## src/rtl/regfile_scoreboard_if.sv

```systemverilog
// Register-file bus: writeback write port, two decode read ports with busy
// flags, reservation/flush controls and the registered busy count.
interface regfile_scoreboard_if #(
    parameter int DATA_W = 32,
    parameter int ADDR_W = 5
);
    logic              we;
    logic [ADDR_W-1:0] waddr;
    logic [DATA_W-1:0] wdata;
    logic [ADDR_W-1:0] raddr_a;
    logic [ADDR_W-1:0] raddr_b;
    logic [DATA_W-1:0] rdata_a;
    logic [DATA_W-1:0] rdata_b;
    logic              rbusy_a;
    logic              rbusy_b;
    logic              rsv_en;
    logic [ADDR_W-1:0] rsv_addr;
    logic              flush;
    logic [ADDR_W:0]   busy_cnt;

    // Pipeline side: drives requests, observes read data and scoreboard
    modport master (
        output we, waddr, wdata, raddr_a, raddr_b, rsv_en, rsv_addr, flush,
        input  rdata_a, rdata_b, rbusy_a, rbusy_b, busy_cnt
    );

    // Register file side
    modport slave (
        input  we, waddr, wdata, raddr_a, raddr_b, rsv_en, rsv_addr, flush,
        output rdata_a, rdata_b, rbusy_a, rbusy_b, busy_cnt
    );
endinterface

```

## src/rtl/regfile_scoreboard.sv

```systemverilog
// 2-read/1-write register file with write-to-read bypass, optional hardwired
// zero register and a per-register busy scoreboard for RAW hazard detection.
module regfile_scoreboard #(
    parameter int DATA_W   = 32,
    parameter int ADDR_W   = 5,
    parameter int ZERO_REG = 1,
    parameter int BYPASS   = 1
) (
    input  logic                clk,
    input  logic                rst_n,
    regfile_scoreboard_if.slave rf
);
    localparam int DEPTH = 1 << ADDR_W;

    logic [DATA_W-1:0] gpr_q [DEPTH];
    logic [DEPTH-1:0]  busy_q;
    logic [DEPTH-1:0]  busy_d;
    logic [ADDR_W:0]   busy_cnt_q;
    logic [ADDR_W:0]   busy_cnt_d;

    // Per-register write/reserve decode. The zero register never matches, so
    // it keeps its reset value and never becomes busy.
    generate
        for (genvar gi = 0; gi < DEPTH; gi++) begin : g_reg
            localparam bit HARD_ZERO = (ZERO_REG != 0) && (gi == 0);
            logic wr_hit;
            logic rsv_hit;

            assign wr_hit  = !HARD_ZERO && rf.we     && (rf.waddr    == ADDR_W'(gi));
            assign rsv_hit = !HARD_ZERO && rf.rsv_en && (rf.rsv_addr == ADDR_W'(gi));

            // A new reservation beats both flush and the completing write
            assign busy_d[gi] = rsv_hit | (busy_q[gi] & ~rf.flush & ~wr_hit);

            // Register storage; every entry resets so reads are never X
            always_ff @(posedge clk or negedge rst_n) begin
                if (!rst_n) begin
                    gpr_q[gi] <= '0;
                end else if (wr_hit) begin
                    gpr_q[gi] <= rf.wdata;
                end
            end
        end
    endgenerate

    // Population count of the next busy vector so the count tracks the bits
    always_comb begin
        busy_cnt_d = '0;
        for (int i = 0; i < DEPTH; i++) begin
            busy_cnt_d = busy_cnt_d + {{ADDR_W{1'b0}}, busy_d[i]};
        end
    end

    // Scoreboard state and its registered count
    always_ff @(posedge clk or negedge rst_n) begin
        if (!rst_n) begin
            busy_q     <= '0;
            busy_cnt_q <= '0;
        end else begin
            busy_q     <= busy_d;
            busy_cnt_q <= busy_cnt_d;
        end
    end

    assign rf.busy_cnt = busy_cnt_q;

    // Combinational read ports: array value, then bypass, then zero register;
    // everything reads as zero while reset is held.
    always_comb begin
        rf.rdata_a = '0;
        rf.rbusy_a = 1'b0;
        rf.rdata_b = '0;
        rf.rbusy_b = 1'b0;
        if (rst_n) begin
            rf.rdata_a = gpr_q[rf.raddr_a];
            rf.rbusy_a = busy_q[rf.raddr_a];
            if ((BYPASS != 0) && rf.we && (rf.waddr == rf.raddr_a)) begin
                rf.rdata_a = rf.wdata;
                rf.rbusy_a = 1'b0;
            end
            if ((ZERO_REG != 0) && (rf.raddr_a == '0)) begin
                rf.rdata_a = '0;
                rf.rbusy_a = 1'b0;
            end

            rf.rdata_b = gpr_q[rf.raddr_b];
            rf.rbusy_b = busy_q[rf.raddr_b];
            if ((BYPASS != 0) && rf.we && (rf.waddr == rf.raddr_b)) begin
                rf.rdata_b = rf.wdata;
                rf.rbusy_b = 1'b0;
            end
            if ((ZERO_REG != 0) && (rf.raddr_b == '0)) begin
                rf.rdata_b = '0;
                rf.rbusy_b = 1'b0;
            end
        end
    end
endmodule

```

## src/flat_wrapper.sv

```systemverilog
// flat-port wrapper written by rule: the top's interface ports become plain ports
module regfile_scoreboard_flat 
#(
    parameter int DATA_W   = 32,
    parameter int ADDR_W   = 5,
    parameter int ZERO_REG = 1,
    parameter int BYPASS   = 1
)
  (clk, rst_n, rf_we, rf_waddr, rf_wdata, rf_raddr_a, rf_raddr_b, rf_rsv_en, rf_rsv_addr, rf_flush, rf_rdata_a, rf_rdata_b, rf_rbusy_a, rf_rbusy_b, rf_busy_cnt);
  regfile_scoreboard_if #(.DATA_W(DATA_W), .ADDR_W(ADDR_W)) rf_i ();
  input  logic clk;
  input  logic rst_n;
  input wire logic [$bits(rf_i.we)-1:0] rf_we;
  input wire logic [$bits(rf_i.waddr)-1:0] rf_waddr;
  input wire logic [$bits(rf_i.wdata)-1:0] rf_wdata;
  input wire logic [$bits(rf_i.raddr_a)-1:0] rf_raddr_a;
  input wire logic [$bits(rf_i.raddr_b)-1:0] rf_raddr_b;
  input wire logic [$bits(rf_i.rsv_en)-1:0] rf_rsv_en;
  input wire logic [$bits(rf_i.rsv_addr)-1:0] rf_rsv_addr;
  input wire logic [$bits(rf_i.flush)-1:0] rf_flush;
  output wire logic [$bits(rf_i.rdata_a)-1:0] rf_rdata_a;
  output wire logic [$bits(rf_i.rdata_b)-1:0] rf_rdata_b;
  output wire logic [$bits(rf_i.rbusy_a)-1:0] rf_rbusy_a;
  output wire logic [$bits(rf_i.rbusy_b)-1:0] rf_rbusy_b;
  output wire logic [$bits(rf_i.busy_cnt)-1:0] rf_busy_cnt;
  assign rf_i.we = rf_we;
  assign rf_i.waddr = rf_waddr;
  assign rf_i.wdata = rf_wdata;
  assign rf_i.raddr_a = rf_raddr_a;
  assign rf_i.raddr_b = rf_raddr_b;
  assign rf_i.rsv_en = rf_rsv_en;
  assign rf_i.rsv_addr = rf_rsv_addr;
  assign rf_i.flush = rf_flush;
  assign rf_rdata_a = rf_i.rdata_a;
  assign rf_rdata_b = rf_i.rdata_b;
  assign rf_rbusy_a = rf_i.rbusy_a;
  assign rf_rbusy_b = rf_i.rbusy_b;
  assign rf_busy_cnt = rf_i.busy_cnt;
  regfile_scoreboard #(.DATA_W(DATA_W), .ADDR_W(ADDR_W), .ZERO_REG(ZERO_REG), .BYPASS(BYPASS)) u_core (.clk(clk), .rst_n(rst_n), .rf(rf_i));
endmodule
```

## config.mk

```make
export PLATFORM = sky130hd
export DESIGN_NAME = regfile_scoreboard_flat
export DESIGN_NICKNAME = d
export VERILOG_FILES = /design/src/rtl/regfile_scoreboard_if.sv /design/src/rtl/regfile_scoreboard.sv /design/src/flat_wrapper.sv
export SDC_FILE = /design/constraint.sdc
export NUM_CORES = 2
export LEC_CHECK = 0
export CAP_MARGIN = 30
export CORE_UTILIZATION = 65
export CTS_CLUSTER_DIAMETER = 150
export DETAILED_ROUTE_END_ITERATION = 10
export GPL_TIMING_DRIVEN = 0
export HOLD_SLACK_MARGIN = 0.12
export PLACE_DENSITY = 0.83
export SLEW_MARGIN = 25
export SYNTH_ARGS = -nofsm -noshare
export SYNTH_HDL_FRONTEND = slang
export SYNTH_SLANG_ARGS = --single-unit
```

## constraint.sdc

```tcl
create_clock -name clk -period 7.6 [get_ports clk]
set_input_delay 0.76 -clock clk [delete_from_list [all_inputs] [get_ports clk]]
set_output_delay 0.76 -clock clk [all_outputs]
set_load 0.01 [all_outputs]
```

==> results_dict.tcl <==
# implementation run metrics
set metrics [dict create \
    top_cell_area_share_pct 45.4 \
    flop_cell "dfrtp_1" \
    vias 43925 \
    setup_viol 1 \
    clockBufferDepth 3 \
    p_int_mw 12.0 \
    synth_nets 3887 \
    p_per_area_nw_per_um2 264 \
    pin_count 129 \
    crit_path_frequent_cell "fa_1" \
    cts_buffers 109 \
    dr.pass1.iters 8 \
    critPathRequiredTime_ns 8.23 \
    ys_top_cells_by_count "1074 x mux2_2, 1030 x dfrtp_1, 515 x mux4_2" \
    drive_gt1_share_pct 50.0 \
    period_minus_slack_ns 7.62 \
    critPathArrivalTime_ns 8.25 \
    grt_pass1_vias 42946 \
    grt_use_total_pct 57.6 \
    numSynthFlops 1030 \
    most-common-layout-cells "1074 x mux2_2, 1030 x dfrtp_1, 515 x mux4_2" \
    drt-initial-drc-count 7549 \
    dpl.hpwl_microns 169000 \
    hold_ws_ns 0.524 \
    timing.slew.headroom_pct 12.2 \
    setup_ws_ns -0.0234 \
    finalSetupTns_ns -0.0234 \
    hold_path.class "reg -> reg" \
    gp_routability_congestion 1.07 \
    ant_nets 0 \
    grt_max_degree 123 \
    rsz0062_at_grt "false" \
    ys_seq_share_pct 45.4 \
    drv_slew 0 \
    seqPwrFrac_pct 43.2 \
    grt_pass1_wl_microns 343000 \
    p_switching_mw 5.03 \
    avgSynthCellArea_sq_um 15.0 \
    path_class "in -> reg" \
    cts_tree "yes" \
    tightestPinTransition_ns 1.32 \
    overflow 0 \
    post-synth-top-count-cell "mux2_2" \
    fin_nets 4178 \
    critPathMaxFanout 10 \
    period_used_pct 100 \
    path_clk_slew_ns 0.06 \
    drv_cap 0 \
    syn-cell-area_sq_um 56800 \
    drc_errors 0 \
    max_freq_mhz 131 \
    hold_path_startpoint "u_core.gpr_q[857]" \
    finalPower_mw 17.1 \
    yosysWarnings 0 \
    async_reset_ff_share_pct 100 \
    critPathTopFamily "adder cells" \
    top_power_group "registers" \
    end_kind "register" \
    power_frac_clock_pct 33.6 \
    synth_cells 3799 \
    stdcell_count 5358 \
    dp_slack_ns -0.492 \
    lay_top_count "mux2_2" \
    p_seq_mw 7.38 \
    slowest_delay_ns 0.92 \
    synthToLayoutAreaGrowth_pct 13.6 \
    p_sw_share_pct 29.5 \
    routed_via_density 8.20 \
    clk-insertion-delay-late_ns 0.74 \
    worst_path_max_delay_cell "clkbuf_1" \
    fp_util_pct 65.6 \
    final_area_sq_um 64500 \
    wl_per_cell_microns 46.9 \
    comb_power_share_pct 23.1 \
    dp.cells 5123 \
    ys_chip_area_sq_um 56800 \
    status "finished, violations left" \
    die_area_sq_um 88600 \
    p_leak_nw 28.0 \
    warnings 52 \
    ys_cells 3799 \
    top_area_cell "dfrtp_1" \
    htreeDepth 3 \
    start_kind "primary input" \
    startpoint "rf_waddr[0]" \
    cts_root_buffer "clkbuf_16" \
    cts_sinks 1030 \
    antenna_found_initial 23 \
    final_hold_viol_count 0 \
    path_cells "clkdlybuf4s50_1 > buf_2 > nor2b_1 > clkbuf_1 > nand2_1 > clkbuf_1 > nand3_1 > o21ai_0 > fa_1 > fa_1 > fa_1 > fa_1 > fa_1 > inv_1 > fa_1 > inv_1 > ha_1 > inv_1 > fa_1 > inv_1 > a21o_1 > a21oi_1 > xnor2_1" \
    wirelength_microns 251000 \
    edf_count 0 \
    post_cts_buffers 0 \
    io_buffer_count 119 \
    topCellsByArea "dfrtp_1 45%, mux2_2 21%, mux4_2 20%, mux2i_1 1.9%, clkbuf_1 1.5%" \
    regToRegStartpoint "u_core.busy_q[27]" \
    place_area_sq_um 60500 \
    p_comb_mw 3.95 \
    violations "negative setup slack" \
    yosysUniqueCellTypes 57 \
    critPathBufInv 8 \
]
## what timing repair did
| action | in CTS | in global routing |
|---|---|---|
| resized | 0 | 2 |
| endpoints found under the hold margin | 62 | 0 |
| hold buffers | 1 | 0 |
| endpoints found under the setup margin | 0 | 2 |
## logic make-up (layout without fill, tap and decap cells)
kind of cell / after synthesis / after routing / share of synthesized area [%]
AND-OR/OR-AND: 279 / 279 / 3.71
XOR/XNOR: 13 / 13 / 0.200
adder cells (fa/ha/maj): 31 / 31 / 1.00
buffers and inverters: 464 / 844 / 3.64
flip-flops: 1030 / 1030 / 45.4
multiplexers: 1699 / 1699 / 43.6
other: 0 / 24 / 0
AND/OR/NAND/NOR: 283 / 283 / 2.44
## flip-flops by register name, indices dropped and copies added (netlist names)
name,count
u_core.gpr_q,992
u_core.busy_q,32
u_core.rf.busy_cnt,6
## metal layers
layer  track usage, %  vias to the layer above  share of wire (%)
met4             47.4                       18                 10
met1             68.3                    22486                 32
met5             2.22                        -               0.18
li1                 -                    15277                  -
met3             34.0                     1479                 18
met2             74.5                     4665                 40
## layout make-up
type | instances | area (sq um)
Timing Repair Buffer | 180 | 2240
Antenna cell | 24 | 60.1
Clock buffer | 160 | 3320
Clock inverter | 40 | 459
Buffer | 408 | 1970
Tap cell | 1155 | 1450
Inverter | 56 | 210
Fill cell | 5358 | 22100
Sequential cell | 1030 | 25800
Multi-Input combinational cell | 2305 | 29000
## final timing paths
path                                    endpoint  slack, ns  cells past startpoint
hold / removal                 u_core.gpr_q[857]       0.52                      1
max in group asynchronous      u_core.gpr_q[531]       4.72                      6
hold reg to reg                u_core.gpr_q[857]       0.52                      1
setup / recovery           u_core.rf.busy_cnt[4]      -0.02                     23
setup reg to reg           u_core.rf.busy_cnt[4]       2.40                     19
min in group asynchronous      u_core.gpr_q[101]       0.58                      2
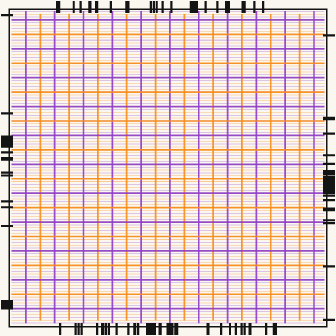
Figure 1: PDN straps and rails.
Pins as bars on the die edge.
[VDD] orange
[VSS] purple
signal pins: 129
met1 rails: 109
rows: 108
met5 straps: 21
met4 straps: 21
Die X: 298 microns
core area: 86600 sq um
IR drop worst, VDD: 263 uV
Die Ht: 298 microns

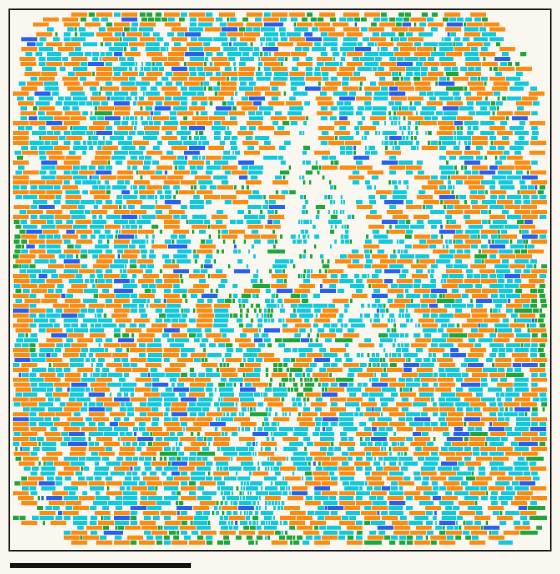
Figure 2: cell classes on the final placement.
Scale bar: 100 microns.
[remaining buffers and delay cells] green | cells: 588
[combinational and other logic] cyan | cells: 2361
[sequential cells] orange | cells: 1030
[clock drivers and dummy loads] blue | cells: 200
final core utilization: 74.5%
Row Count: 108
Seq/total area: 39.9%

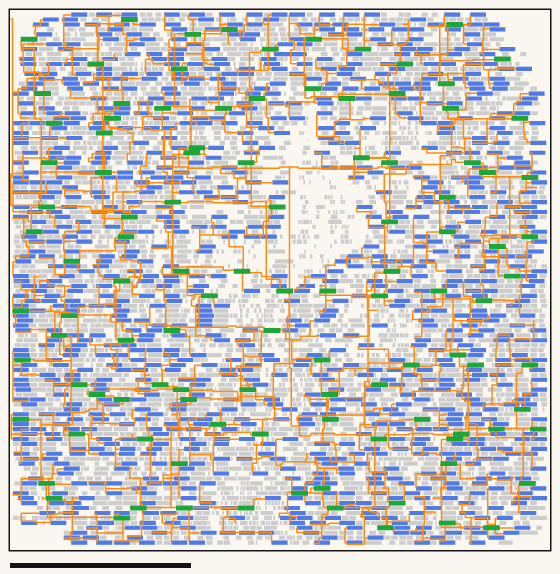
Figure 3: clock network drawn from the DEF.
Scale bar: 100 microns.
[clock wires] orange | length: 13100 microns
[flip-flops] blue | count: 1030
[clock drivers] green | count: 109
routed clock nets: 110
flops lie: widely spread
Clk. pwr: 5.73 mW
Worst Clk Skew: 0.0253 ns

No activity file was given, so power comes from the tool's default toggle rates.
